Fig. 1: clock wiring as the flow saved it
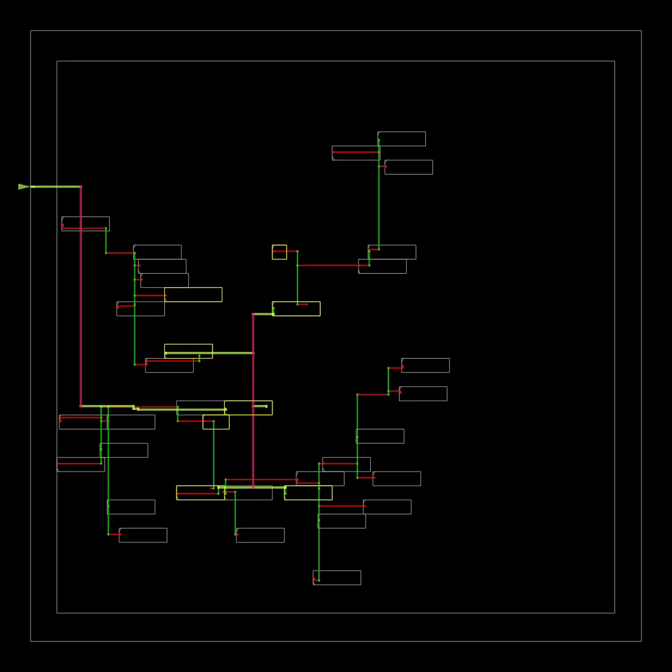
Fig. 2: gate-type map
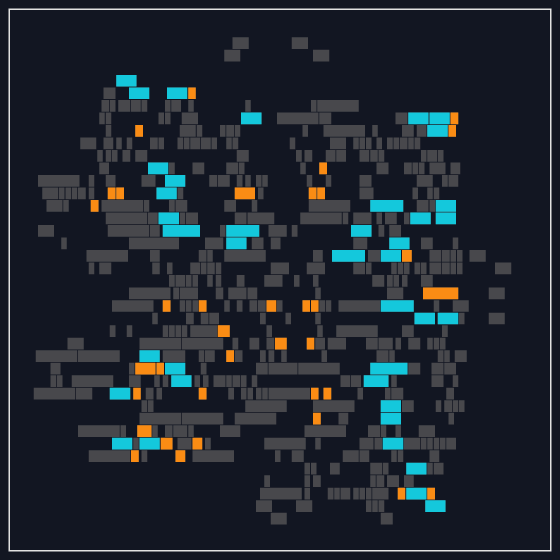
Fig. 3: signal wires by layer
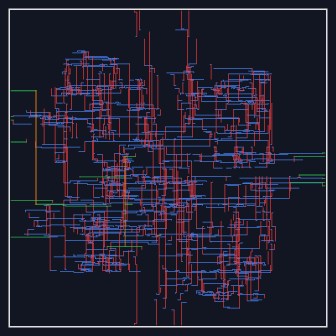
Fig. 4: clock network drawn from the DEF
Scale bar: 20 µm.
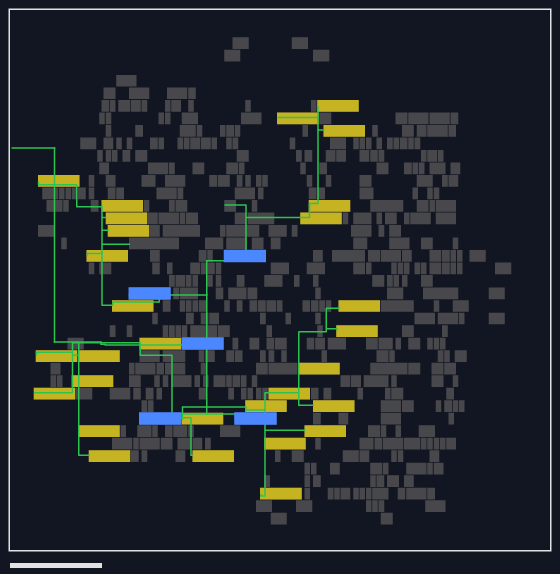
## config.mk

```make
export PLATFORM = sky130hd
export DESIGN_NAME = cdu_count_scheduler
export DESIGN_NICKNAME = d
export VERILOG_FILES = /design/src/rtl/cdu_count_scheduler_pkg.sv /design/src/rtl/cdu_count_scheduler_pend_accum.sv /design/src/rtl/cdu_count_scheduler.sv
export SDC_FILE = /design/constraint.sdc
export NUM_CORES = 1
export LEC_CHECK = 0
export ABC_AREA = 1
export CORE_MARGIN = 5
export CORE_UTILIZATION = 25
export CTS_CLUSTER_DIAMETER = 30
export DETAILED_ROUTE_END_ITERATION = 10
export PLACE_DENSITY = 0.42
export SYNTH_ARGS = -nofsm -noshare
export SYNTH_HDL_FRONTEND = slang
export SYNTH_HIERARCHICAL = 1
export SYNTH_SLANG_ARGS = --single-unit
```

## constraint.sdc

```tcl
create_clock -name CLOCKH -period 3.75 [get_ports CLOCKH]
set_clock_uncertainty 0.15 [all_clocks]
set_input_delay 0.75 -clock CLOCKH [delete_from_list [all_inputs] [get_ports CLOCKH]]
set_output_delay 0.75 -clock CLOCKH [all_outputs]
set_load 0.005 [all_outputs]
```

## src/rtl/cdu_count_scheduler_pkg.sv

```systemverilog
// Shared types and helpers for the CDU count scheduler: FSM states,
// channel indices and accumulator saturation limits.
package cdu_count_scheduler_pkg;

    localparam int unsigned NUM_CH = 3;
    localparam int unsigned GAP_W  = 4;

    localparam logic [1:0] CH_A = 2'd0;
    localparam logic [1:0] CH_B = 2'd1;
    localparam logic [1:0] CH_C = 2'd2;

    typedef enum logic [1:0] {
        ST_IDLE = 2'd0,
        ST_REQ  = 2'd1,
        ST_GAP  = 2'd2
    } state_t;

    // Largest positive value of a signed w-bit accumulator.
    function automatic int sat_max(input int unsigned w);
        int lim;
        lim = 1;
        lim = lim << (w - 1);
        return lim - 1;
    endfunction

    // Most negative value of a signed w-bit accumulator.
    function automatic int sat_min(input int unsigned w);
        int lim;
        lim = 1;
        lim = lim << (w - 1);
        return -lim;
    endfunction

    // Channel following ch in round-robin order A -> B -> C -> A.
    function automatic logic [1:0] rr_next_ch(input logic [1:0] ch);
        logic [1:0] nxt;
        case (ch)
            CH_A:    nxt = CH_B;
            CH_B:    nxt = CH_C;
            default: nxt = CH_A;
        endcase
        return nxt;
    endfunction

endpackage

```

## src/rtl/cdu_count_scheduler_pend_accum.sv

```systemverilog
// Per-channel signed pending-count accumulator with saturation, sticky
// overflow flag and a zero command that overrides everything else.
module cdu_pend_accum
    import cdu_count_scheduler_pkg::*;
#(
    parameter int unsigned PEND_W = 4
) (
    input  logic              clk,
    input  logic              rst,
    input  logic              up,
    input  logic              dn,
    input  logic              zero,
    input  logic              ack_dec,
    input  logic              ack_inc,
    output logic [PEND_W-1:0] pend,
    output logic              ovf
);

    localparam int unsigned SUM_W = PEND_W + 2;

    logic signed [SUM_W-1:0]  pend_ext;
    logic signed [SUM_W-1:0]  step;
    logic signed [SUM_W-1:0]  sum;
    logic signed [SUM_W-1:0]  lim_hi;
    logic signed [SUM_W-1:0]  lim_lo;
    logic        [PEND_W-1:0] pend_nxt;
    logic                     clip;

    // Full-precision sum of all contributions, then clip to the PEND_W range.
    always_comb begin
        pend_ext = SUM_W'($signed(pend));
        lim_hi   = SUM_W'(sat_max(PEND_W));
        lim_lo   = SUM_W'(sat_min(PEND_W));
        step     = '0;
        if (up && !dn) step = step + SUM_W'(1);
        if (dn && !up) step = step - SUM_W'(1);
        if (ack_inc)   step = step + SUM_W'(1);
        if (ack_dec)   step = step - SUM_W'(1);
        sum      = pend_ext + step;
        clip     = 1'b0;
        pend_nxt = sum[PEND_W-1:0];
        if (sum > lim_hi) begin
            pend_nxt = lim_hi[PEND_W-1:0];
            clip     = 1'b1;
        end else if (sum < lim_lo) begin
            pend_nxt = lim_lo[PEND_W-1:0];
            clip     = 1'b1;
        end
    end

    always_ff @(posedge clk or posedge rst) begin
        if (rst) begin
            pend <= '0;
            ovf  <= 1'b0;
        end else if (zero) begin
            pend <= '0;
            ovf  <= 1'b0;
        end else begin
            pend <= pend_nxt;
            ovf  <= ovf | clip;
        end
    end

endmodule

```

## src/rtl/cdu_count_scheduler.sv

```systemverilog
// Schedules pending CDU counts from three gimbal channels onto a single
// AGC counter-increment request/acknowledge handshake, round-robin.
module cdu_count_scheduler
    import cdu_count_scheduler_pkg::*;
#(
    parameter int unsigned PEND_W     = 4,
    parameter int unsigned GAP_CYCLES = 2
) (
    input  logic       CLOCKH,
    input  logic       rst,
    input  logic [2:0] CDU_UP,
    input  logic [2:0] CDU_DN,
    input  logic [2:0] CDUZ,
    input  logic       CNTACK,
    output logic       CNTREQ,
    output logic [1:0] CNTSEL,
    output logic       CNTDN,
    output logic [2:0] OVF,
    output logic       BUSY
);

    state_t                       state;
    state_t                       state_nxt;
    logic [1:0]                   rr;
    logic [1:0]                   rr_nxt;
    logic [GAP_W-1:0]             gap_cnt;
    logic [GAP_W-1:0]             gap_nxt;
    logic [1:0]                   sel_nxt;
    logic                         dn_nxt;
    logic                         req_nxt;
    logic                         busy_nxt;
    logic                         supp;
    logic                         supp_nxt;
    logic [NUM_CH-1:0]            ack_dec;
    logic [NUM_CH-1:0]            ack_inc;
    logic [NUM_CH-1:0]            nz;
    logic [NUM_CH-1:0][PEND_W-1:0] pend;
    logic [1:0]                   c0;
    logic [1:0]                   c1;
    logic [1:0]                   c2;
    logic [1:0]                   pick;
    logic                         pick_valid;

    for (genvar i = 0; i < NUM_CH; i++) begin : g_ch
        cdu_pend_accum #(
            .PEND_W (PEND_W)
        ) u_acc (
            .clk     (CLOCKH),
            .rst     (rst),
            .up      (CDU_UP[i]),
            .dn      (CDU_DN[i]),
            .zero    (CDUZ[i]),
            .ack_dec (ack_dec[i]),
            .ack_inc (ack_inc[i]),
            .pend    (pend[i]),
            .ovf     (OVF[i])
        );
        assign nz[i] = |pend[i];
    end

    // Round-robin pick: first nonzero channel starting at rr.
    always_comb begin
        c0         = rr;
        c1         = rr_next_ch(c0);
        c2         = rr_next_ch(c1);
        pick       = c0;
        pick_valid = |nz;
        if (nz[c2]) pick = c2;
        if (nz[c1]) pick = c1;
        if (nz[c0]) pick = c0;
    end

    always_comb begin
        state_nxt = state;
        rr_nxt    = rr;
        gap_nxt   = gap_cnt;
        sel_nxt   = CNTSEL;
        dn_nxt    = CNTDN;
        supp_nxt  = supp;
        ack_dec   = '0;
        ack_inc   = '0;
        case (state)
            ST_IDLE: begin
                if (pick_valid) begin
                    sel_nxt   = pick;
                    dn_nxt    = pend[pick][PEND_W-1];
                    rr_nxt    = rr_next_ch(pick);
                    supp_nxt  = CDUZ[pick];
                    state_nxt = ST_REQ;
                end
            end
            ST_REQ: begin
                if (CNTACK) begin
                    // Step follows the latched direction, not the current sign.
                    if (!supp) begin
                        ack_dec[CNTSEL] = !CNTDN;
                        ack_inc[CNTSEL] = CNTDN;
                    end
                    supp_nxt = 1'b0;
                    if (GAP_CYCLES == 0) begin
                        state_nxt = ST_IDLE;
                    end else begin
                        state_nxt = ST_GAP;
                        gap_nxt   = GAP_W'(GAP_CYCLES);
                    end
                end else begin
                    supp_nxt = supp | CDUZ[CNTSEL];
                end
            end
            ST_GAP: begin
                if (gap_cnt <= GAP_W'(1)) begin
                    state_nxt = ST_IDLE;
                    gap_nxt   = '0;
                end else begin
                    gap_nxt = gap_cnt - GAP_W'(1);
                end
            end
            default: begin
                state_nxt = ST_IDLE;
                gap_nxt   = '0;
                supp_nxt  = 1'b0;
            end
        endcase
        req_nxt  = (state_nxt == ST_REQ);
        busy_nxt = (state_nxt != ST_IDLE);
    end

    always_ff @(posedge CLOCKH or posedge rst) begin
        if (rst) begin
            state   <= ST_IDLE;
            rr      <= CH_A;
            gap_cnt <= '0;
            supp    <= 1'b0;
            CNTREQ  <= 1'b0;
            CNTSEL  <= CH_A;
            CNTDN   <= 1'b0;
            BUSY    <= 1'b0;
        end else begin
            state   <= state_nxt;
            rr      <= rr_nxt;
            gap_cnt <= gap_nxt;
            supp    <= supp_nxt;
            CNTREQ  <= req_nxt;
            CNTSEL  <= sel_nxt;
            CNTDN   <= dn_nxt;
            BUSY    <= busy_nxt;
        end
    end

endmodule

```

==> run notes <==
Results of the run.

The chip area is between 10000 and 15000 µm². The simple-gate area share of the yosys netlist is between 30% and 40%. Setup repair after global routing left no endpoint under its margin. The combinational cell area excluding buffers and inverters is around 1900 µm². The maximum ir drop on the vdd rail is ~0.33 mV.

The starting utilization of the core area is 25.4%. The detailed router finished its first iteration with 55 violations. The insertion delay of the later-clocked pin in the worst-skew pair is between 0.2 and 0.3 ns. The placer's final routability congestion estimate is around 0.80. The path category of the worst min-delay check is reg2reg. The first-pass GRT wire length is ~12000 µm.

The DRC violation total left in the routed layout is recorded as 0. After filler insertion, the fill cell instance count of the layout stands at between 1000 and 1500. Of the synthesized area, sequential elements account for 25.2%. The post-synthesis cell count from yosys is 403. The run finished with clean final reports. The total track usage is approximately 10%. The instance area at placement is approximately 3500 µm². The HPWL after detailed placement is 5660 µm. The count of pins over their slew limit is 0. After synthesis, the most frequently instantiated cells are nand2_1 (98), inv_1 (79), ha_1 (33), nand3_1 (33), dfrtp_1 (29). The final report lists the setup-violating endpoint count as 0.

As logged by OpenROAD, the buffers inserted on ports number 19. In the power breakdown, the internal column shows 1.52 mW. Switching power as a fraction of the total was reported as 45.7%.

For reference, the top logic cell family by area is simple AND/OR/NAND/NOR gates. The xor-xnor portion of the synthesized cell area is 2.43%. The arrival time of data at the worst endpoint is listed as 3.34 ns. Per the synth stats, the flop cell with the highest instance count is dfrtp_1.

The post-layout utilization of the core is about a third. The global route total overflow is 0. The cell area after layout is roughly 3800 µm².

After the last flow step, the layout net total stands at between 500 and 600. The average size of a mapped cell is approximately 7.2 µm². Detailed routing inserted a total of approximately 2500 vias. The required time at the worst-slack endpoint is approximately 3.8 ns. The total wirelength of the detailed-routed design is 6690 µm. The depth of the CTS H-tree is 2. The pin closest to its max-slew limit shows a slew of roughly 0.57 ns. The analysis attributes to net switching a power of 1.28 mW. TritonCTS built the clock tree. The clock network power share is 16.8%.
About Fig. 1:
registers: 29
Sinks on Clock Net: 29
clock group total power: 0.472 mW

About Fig. 2:
inverting AOI/OAI gates -> orange  # cells 36, most used a21oi_1
adder and majority cells -> cyan  # cells 39, most used ha_1

About Fig. 3:
metal 1 -> blue  # wire length 3410 µm
metal 2 -> red  # wire length 3060 µm
metal 3 -> green  # wire length 148 µm
metal 4 -> orange  # wire length 75.5 µm

About Fig. 4:
clock wires -> green  # length 496 µm
clock drivers -> blue  # count 5
flip-flops -> yellow  # count 29
routed clock nets = 6

-- cells in the final DEF (no fill, tap or decap), drive strengths merged, types with 2 or more instances in the layout --
cell type	instances
nand2	122
inv	82
buf	42
nand3	39
nor2	35
ha	33
dfrtp	29
a21oi	22
clkdlybuf4s50	18
xnor2	7
clkbuf	6
fa	6
nand4	4
nor3	4
a31oi	4
o21ai	3
nand3b	3
o211ai	2
o22ai	2
-- worst paths after layout --
| check | startpoint | endpoint | cells after the start |
|---|---|---|---|
| min in group asynchronous | rst | g_ch[2].u_acc/pend[1] | 2 |
| max in group asynchronous | rst | c0[0] | 2 |
| worst max register to register | state[1] | g_ch[0].u_acc/ovf | 20 |
| worst min register to register | supp | supp | 2 |
| worst max-delay path | CDU_DN[0] | g_ch[0].u_acc/ovf | 16 |
| worst min-delay path | supp | supp | 2 |
-- through the flow --
step	setup TNS, ns	hold slack [ns]	setup slack [ns]	total power [mW]
after global placement	-1.82	0.362	-0.258	2.31
after global routing	0	0.437	0.224	3.12
final	0	0.376	0.434	2.81
after floorplan	0	0.321	0.494	1.76
after detailed placement	-2.46	0.368	-0.282	2.31
after CTS	0	0.382	0.00285	2.80
-- worst max-delay path: stages --
cell and delay (ns):
clkdlybuf4s50_1 0.49, inv_1 0.08, fa_1 0.50, xnor2_1 0.20, ha_2 0.20, inv_1 0.06, fa_2 0.35, nand3b_1 0.20
nand2_1 0.08, nand2_1 0.06, nand2_1 0.06, nand2_1 0.06, nand3_2 0.07, nand3_1 0.07, nand2_1 0.06, inv_1 0.03
-- repair_timing --
action	in CTS	in global routing
setup buffers	0	3
gates resized	0	21
setup endpoints to repair	0	14
hold buffers	0	0
-- kinds of logic after synthesis --
family / Yosys count
compound gates: 37
xor+xnor: 8
fa+ha+maj: 39
buf+inv: 82
flops: 29
simple gates: 208
-- registers in the layout, summed over array words and instances, names as in the netlist --
name	count
g_ch.u_acc/ovf	3
gap_cnt	4
CNTSEL	2
c0	2
BUSY	1
state	2
CNTREQ	1
supp	1
CNTDN	1
g_ch.u_acc/pend	12
-- layer usage --
layer / global-route usage [%] / vias to the layer above / part of all wire (%)
met3: 1.92 / 6 / 2.2
li1: - / 1390 / -
met2: 16.1 / 19 / 46
met4: 2.39 / 0 / 1.1
met1: 13.9 / 1133 / 51
met5: 0 / - / 0
-- layout make-up --
type                       count  share of cell area, %
multi-input combinational    292                   50.5
sequential                    29                   18.9
timing repair buffer          61                   13.3
inverter                      82                   8.04
tap                          143                   4.67
clock buffer                   6                   3.63
clock inverter                 2                  0.980
-- power by group through the flow --
stage | logic [mW] | registers, mW | clock network (mW)
final | 1.76 | 0.573 | 0.472
after global routing | 2.01 | 0.601 | 0.505
after CTS | 1.74 | 0.577 | 0.485
after detailed placement | 1.73 | 0.582 | 0
after global placement | 1.72 | 0.582 | 0
after floorplan | 1.21 | 0.550 | 0
Power figures rest on the tool's default switching activity, not on a simulated workload.
